Fig. 1: placed cells, one color a class
The bar under the picture is 20 um long.
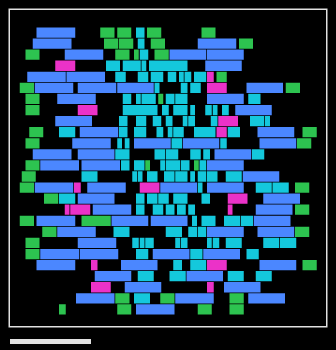
Fig. 2: gate-type map
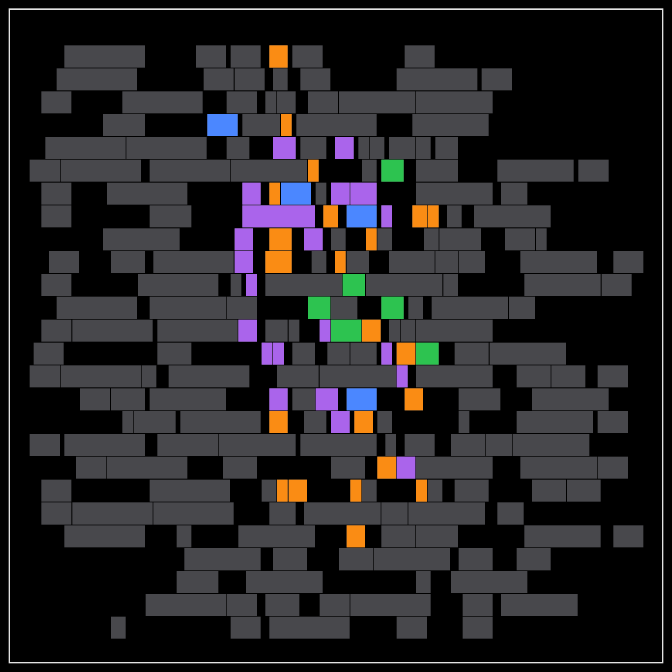
Fig. 3: congestion heat map
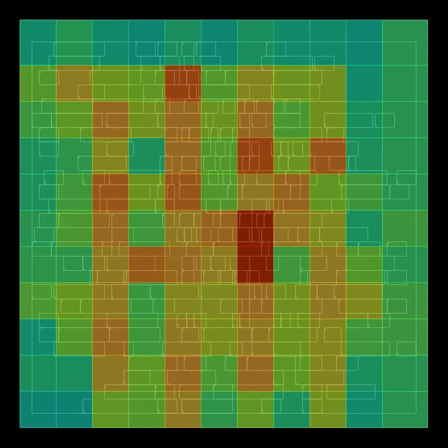
--- config.mk ---
export PLATFORM = sky130hd
export DESIGN_NAME = irq_vector_ctrl
export DESIGN_NICKNAME = d
export VERILOG_FILES = /design/src/rtl/irq_vector_ctrl.sv
export SDC_FILE = /design/constraint.sdc
export NUM_CORES = 1
export LEC_CHECK = 0
export CAP_MARGIN = 10
export CORE_MARGIN = 2
export CORE_UTILIZATION = 45
export DETAILED_ROUTE_END_ITERATION = 10
export GPL_ROUTABILITY_DRIVEN = 0
export GPL_TIMING_DRIVEN = 0
export PLACE_DENSITY = 0.71
export SYNTH_ARGS = -nofsm -noshare
export SYNTH_HDL_FRONTEND = slang
export SYNTH_SLANG_ARGS = --single-unit
--- constraint.sdc ---
create_clock -name gclk1 -period 3.8 [get_ports gclk1]
set_clock_uncertainty 0.05 [all_clocks]
set_input_delay 1.14 -clock gclk1 [delete_from_list [all_inputs] [get_ports gclk1]]
set_output_delay 1.14 -clock gclk1 [all_outputs]
set_load 0.02 [all_outputs]
--- src/rtl/irq_vector_ctrl.sv ---
// Eight-input vectored interrupt controller on the CPU I/O bus: prioritises irqn, drives intn, answers INTA.
// Define IRQ_EDGE_EN for edge-latched requests; the default build uses level-sensitive requests.
module irq_vector_ctrl #(
   parameter logic [7:0]  IO_ADDR = 8'h18,
   parameter int unsigned NIRQ    = 8
) (
   input  logic             gclk1,
   input  logic             resetn,
   input  logic [NIRQ-1:0]  irqn,
   input  logic [15:0]      A,
   input  logic [7:0]       d_in,
   input  logic             iorqn,
   input  logic             intan,
   input  logic             rdn,
   input  logic             wrn,
   output logic             intn,
   output logic [7:0]       d_out,
   output logic             d_oe
);

   localparam int unsigned IDW = 3;
   localparam int unsigned VBW = 5;
   localparam int unsigned DW  = 8;

   typedef enum logic [1:0] {IDLE, REQ, ACK, SERV} state_t;

   state_t            state_q, state_d;
   logic [NIRQ-1:0]   irq_m, irq_s;
   logic [3:0]        ctl_m, ctl_s;
   logic              wr_q;
   logic              iorq_s, intan_s, rd_s, wr_s;
   logic [NIRQ-1:0]   mask_q, pend, req;
   logic [VBW-1:0]    vbase_q;
   logic [IDW-1:0]    id_q, win_id;
   logic [DW-1:0]     vec_q, vec_c, rd_data;
   logic [7:0]        offs;
   logic              sel, io_cyc, rd_act, wr_stb, wr_mask, wr_pend, wr_eoi;
   logic              latch;
   logic              intn_d, d_oe_d;
   logic [DW-1:0]     d_out_d;
   logic              unused_bits;

   assign unused_bits = ^{A[15:8], d_in[2:0]};

   // Two-flop synchronisers for every bus input sampled as a strobe or request
   always_ff @(posedge gclk1 or negedge resetn) begin
      if (!resetn) begin
         irq_m <= '1;
         irq_s <= '1;
         ctl_m <= '1;
         ctl_s <= '1;
         wr_q  <= 1'b1;
      end else begin
         irq_m <= irqn;
         irq_s <= irq_m;
         ctl_m <= {iorqn, intan, rdn, wrn};
         ctl_s <= ctl_m;
         wr_q  <= ctl_s[0];
      end
   end

   assign iorq_s  = ctl_s[3];
   assign intan_s = ctl_s[2];
   assign rd_s    = ctl_s[1];
   assign wr_s    = ctl_s[0];

   // Address offset wraps for A below IO_ADDR, so one compare covers the range
   assign offs    = A[7:0] - IO_ADDR;
   assign sel     = (offs < 8'd3);
   assign io_cyc  = !iorq_s && intan_s && sel && (state_q != ACK);
   assign rd_act  = io_cyc && !rd_s;
   assign wr_stb  = io_cyc && !wr_s && wr_q;
   assign wr_mask = wr_stb && (offs[1:0] == 2'd0);
   assign wr_pend = wr_stb && (offs[1:0] == 2'd1);
   assign wr_eoi  = wr_stb && (offs[1:0] == 2'd2);

`ifdef IRQ_EDGE_EN
   logic [NIRQ-1:0] irq_q, pend_q, fall, clr;

   assign fall = irq_q & ~irq_s;
   assign clr  = (latch ? (NIRQ'(1) << win_id) : '0) | (wr_pend ? d_in : '0);
   assign pend = pend_q;

   // Edge-latched pending bits; a repeated edge on a pending line merges into it
   always_ff @(posedge gclk1 or negedge resetn) begin
      if (!resetn) begin
         irq_q  <= '1;
         pend_q <= '0;
      end else begin
         irq_q  <= irq_s;
         pend_q <= (pend_q & ~clr) | fall;
      end
   end
`else
   assign pend = ~irq_s;
`endif

   assign req = pend & mask_q;

   // Lowest set bit wins
   always_comb begin
      win_id = '0;
      for (int i = int'(NIRQ) - 1; i >= 0; i--) begin
         if (req[i]) win_id = IDW'(i);
      end
   end

   assign vec_c = {vbase_q, win_id};

   always_comb begin
      rd_data = '0;
      case (offs[1:0])
         2'd0:    rd_data = mask_q;
         2'd1:    rd_data = pend;
         2'd2:    rd_data = {state_q == SERV, 4'b0000, id_q};
         default: rd_data = '0;
      endcase
   end

   always_ff @(posedge gclk1 or negedge resetn) begin
      if (!resetn) state_q <= IDLE;
      else         state_q <= state_d;
   end

   // Next state plus registered-output targets
   always_comb begin
      state_d = state_q;
      latch   = 1'b0;
      d_oe_d  = 1'b0;
      d_out_d = '0;
      case (state_q)
         IDLE: if (req != '0) state_d = REQ;
         REQ: begin
            if (req == '0) begin
               state_d = IDLE;
            end else if (!iorq_s && !intan_s) begin
               state_d = ACK;
               latch   = 1'b1;
            end
         end
         ACK:  if (intan_s) state_d = SERV;
         SERV: if (wr_eoi) state_d = IDLE;
         default: state_d = IDLE;
      endcase
      intn_d = !((state_d == REQ) || (state_d == ACK));
      if (state_d == ACK) begin
         d_oe_d  = 1'b1;
         d_out_d = latch ? vec_c : vec_q;
      end else if (rd_act) begin
         d_oe_d  = 1'b1;
         d_out_d = rd_data;
      end
   end

   always_ff @(posedge gclk1 or negedge resetn) begin
      if (!resetn) begin
         mask_q  <= '0;
         vbase_q <= '0;
         id_q    <= '0;
         vec_q   <= '0;
         intn    <= 1'b1;
         d_oe    <= 1'b0;
         d_out   <= '0;
      end else begin
         if (wr_mask) mask_q  <= d_in;
         if (wr_pend) vbase_q <= d_in[7:3];
         if (latch) begin
            id_q  <= win_id;
            vec_q <= vec_c;
         end
         intn  <= intn_d;
         d_oe  <= d_oe_d;
         d_out <= d_out_d;
      end
   end

endmodule

==> results.cfg <==
; yosys + openroad results
[cts]
clk_latency_ps = 340
post-cts-setup-buffers = 1
clk_path_buf_depth = 2

[final_layout]
nets = 271
inverters_excl_clock = 4
largest_cell_class = flip-flops and latches
diodes = 0
logic_gate_count = 111
buf_share_pct = 13.5

[pwr]
p_int_mw = 0.947
p_total_mw = 1.22
combPwrFrac_pct = 6.1

[floorplanning]
ios = 48
dieArea_um2 = 6020

[job]
warning_count = 34
maxCapViolCount = 0

[status]
outcome = complete, no violations

[synthesis]
area_leaders = dfrtp_1 36%, dfstp_2 28%, mux2_2 8.3%
top_cell_area_share_pct = 35.9
ys_area_um2 = 2440

[timing]
timing.slew.headroom_pct = 55.1
rsz0062_at_grt = false
Back to the opening pictures, Fig. 1:
Key: blue = sequential cells [cells 61]; cyan = combinational and other logic [cells 115]; green = remaining buffers and delay cells [cells 44]; magenta = clock drivers and dummy loads [cells 16]

Back to the opening pictures, Fig. 2:
Key: orange = nand cells [cells 22, most used nand2_1]; green = non-inverting ao/oa cells [cells 6, most used o21a_1, where center]; purple = nor cells [cells 21, most used nor2b_1, where center]; blue = and/or cells [cells 4]

Back to the opening pictures, Fig. 3:
post-layout util: 59.8%
GRT met2 Usage: 22.7%
grt met1 use: 21.3%

[how the worst min path moves through the flow]
stage | to | slack (ps) | depth (start not counted)
2_1_floorplan | ctl_s[0] | 300 | 0
3_3_place_gp | ctl_s[0] | 300 | 0
3_5_place_dp | irq_s[1] | 300 | 0
4_1_cts | irq_s[6] | 300 | 0
5_1_grt | ctl_s[2] | 310 | 0
6_report | irq_s[6] | 300 | 0
[worst max-delay path, stage by stage]
cell	delay, ps
clkdlybuf4s50_1	500
ha_1	230
or4b_1	530
and3b_2	280
o2111ai_4	140
nor2_2	200
o21ai_2	80
ha_2	230
nor2_2	100
nand3b_1	200
o2bb2ai_1	200
[cell families (layout without fill, tap and decap cells)]
group	count (synthesis)	in the layout	share of synthesized area, %
flops	61	61	63.9
compound gates	41	41	12.3
fa+ha+maj	2	2	1.03
simple gates	47	47	11.8
mux	21	21	9.54
buf+inv	9	64	1.39
[synthesized netlist by cell type (all sizes together)]
master / number
nor2: 9
o41ai: 1
a211oi: 3
clkbuf: 5
nand2: 9
a41oi: 1
a22oi: 1
o21bai: 2
nor3b: 2
mux2: 18
inv: 4
and3b: 1
o2111ai: 2
nand4b: 1
nand3b: 1
and4b: 1
nor2b: 8
nand2b: 8
o21a: 5
o22ai: 1
o31ai: 1
o2bb2ai: 7
nand3: 2
o21ai: 10
mux2i: 3
dfrtp: 35
nor4b: 2
or4b: 2
nand4: 1
a41o: 1
ha: 2
a21oi: 6
dfstp: 26
[metal layers]
| layer | routed length [um] | global-route usage (%) | share of wire [%] | vias up |
|---|---|---|---|---|
| met5 | 0 | 0 | 0 | - |
| met1 | 2020 | 21.3 | 46 | 741 |
| met3 | 180 | 3.49 | 4.1 | 11 |
| li1 | - | - | - | 751 |
| met2 | 2020 | 22.7 | 46 | 38 |
| met4 | 138 | 11.4 | 3.2 | 0 |
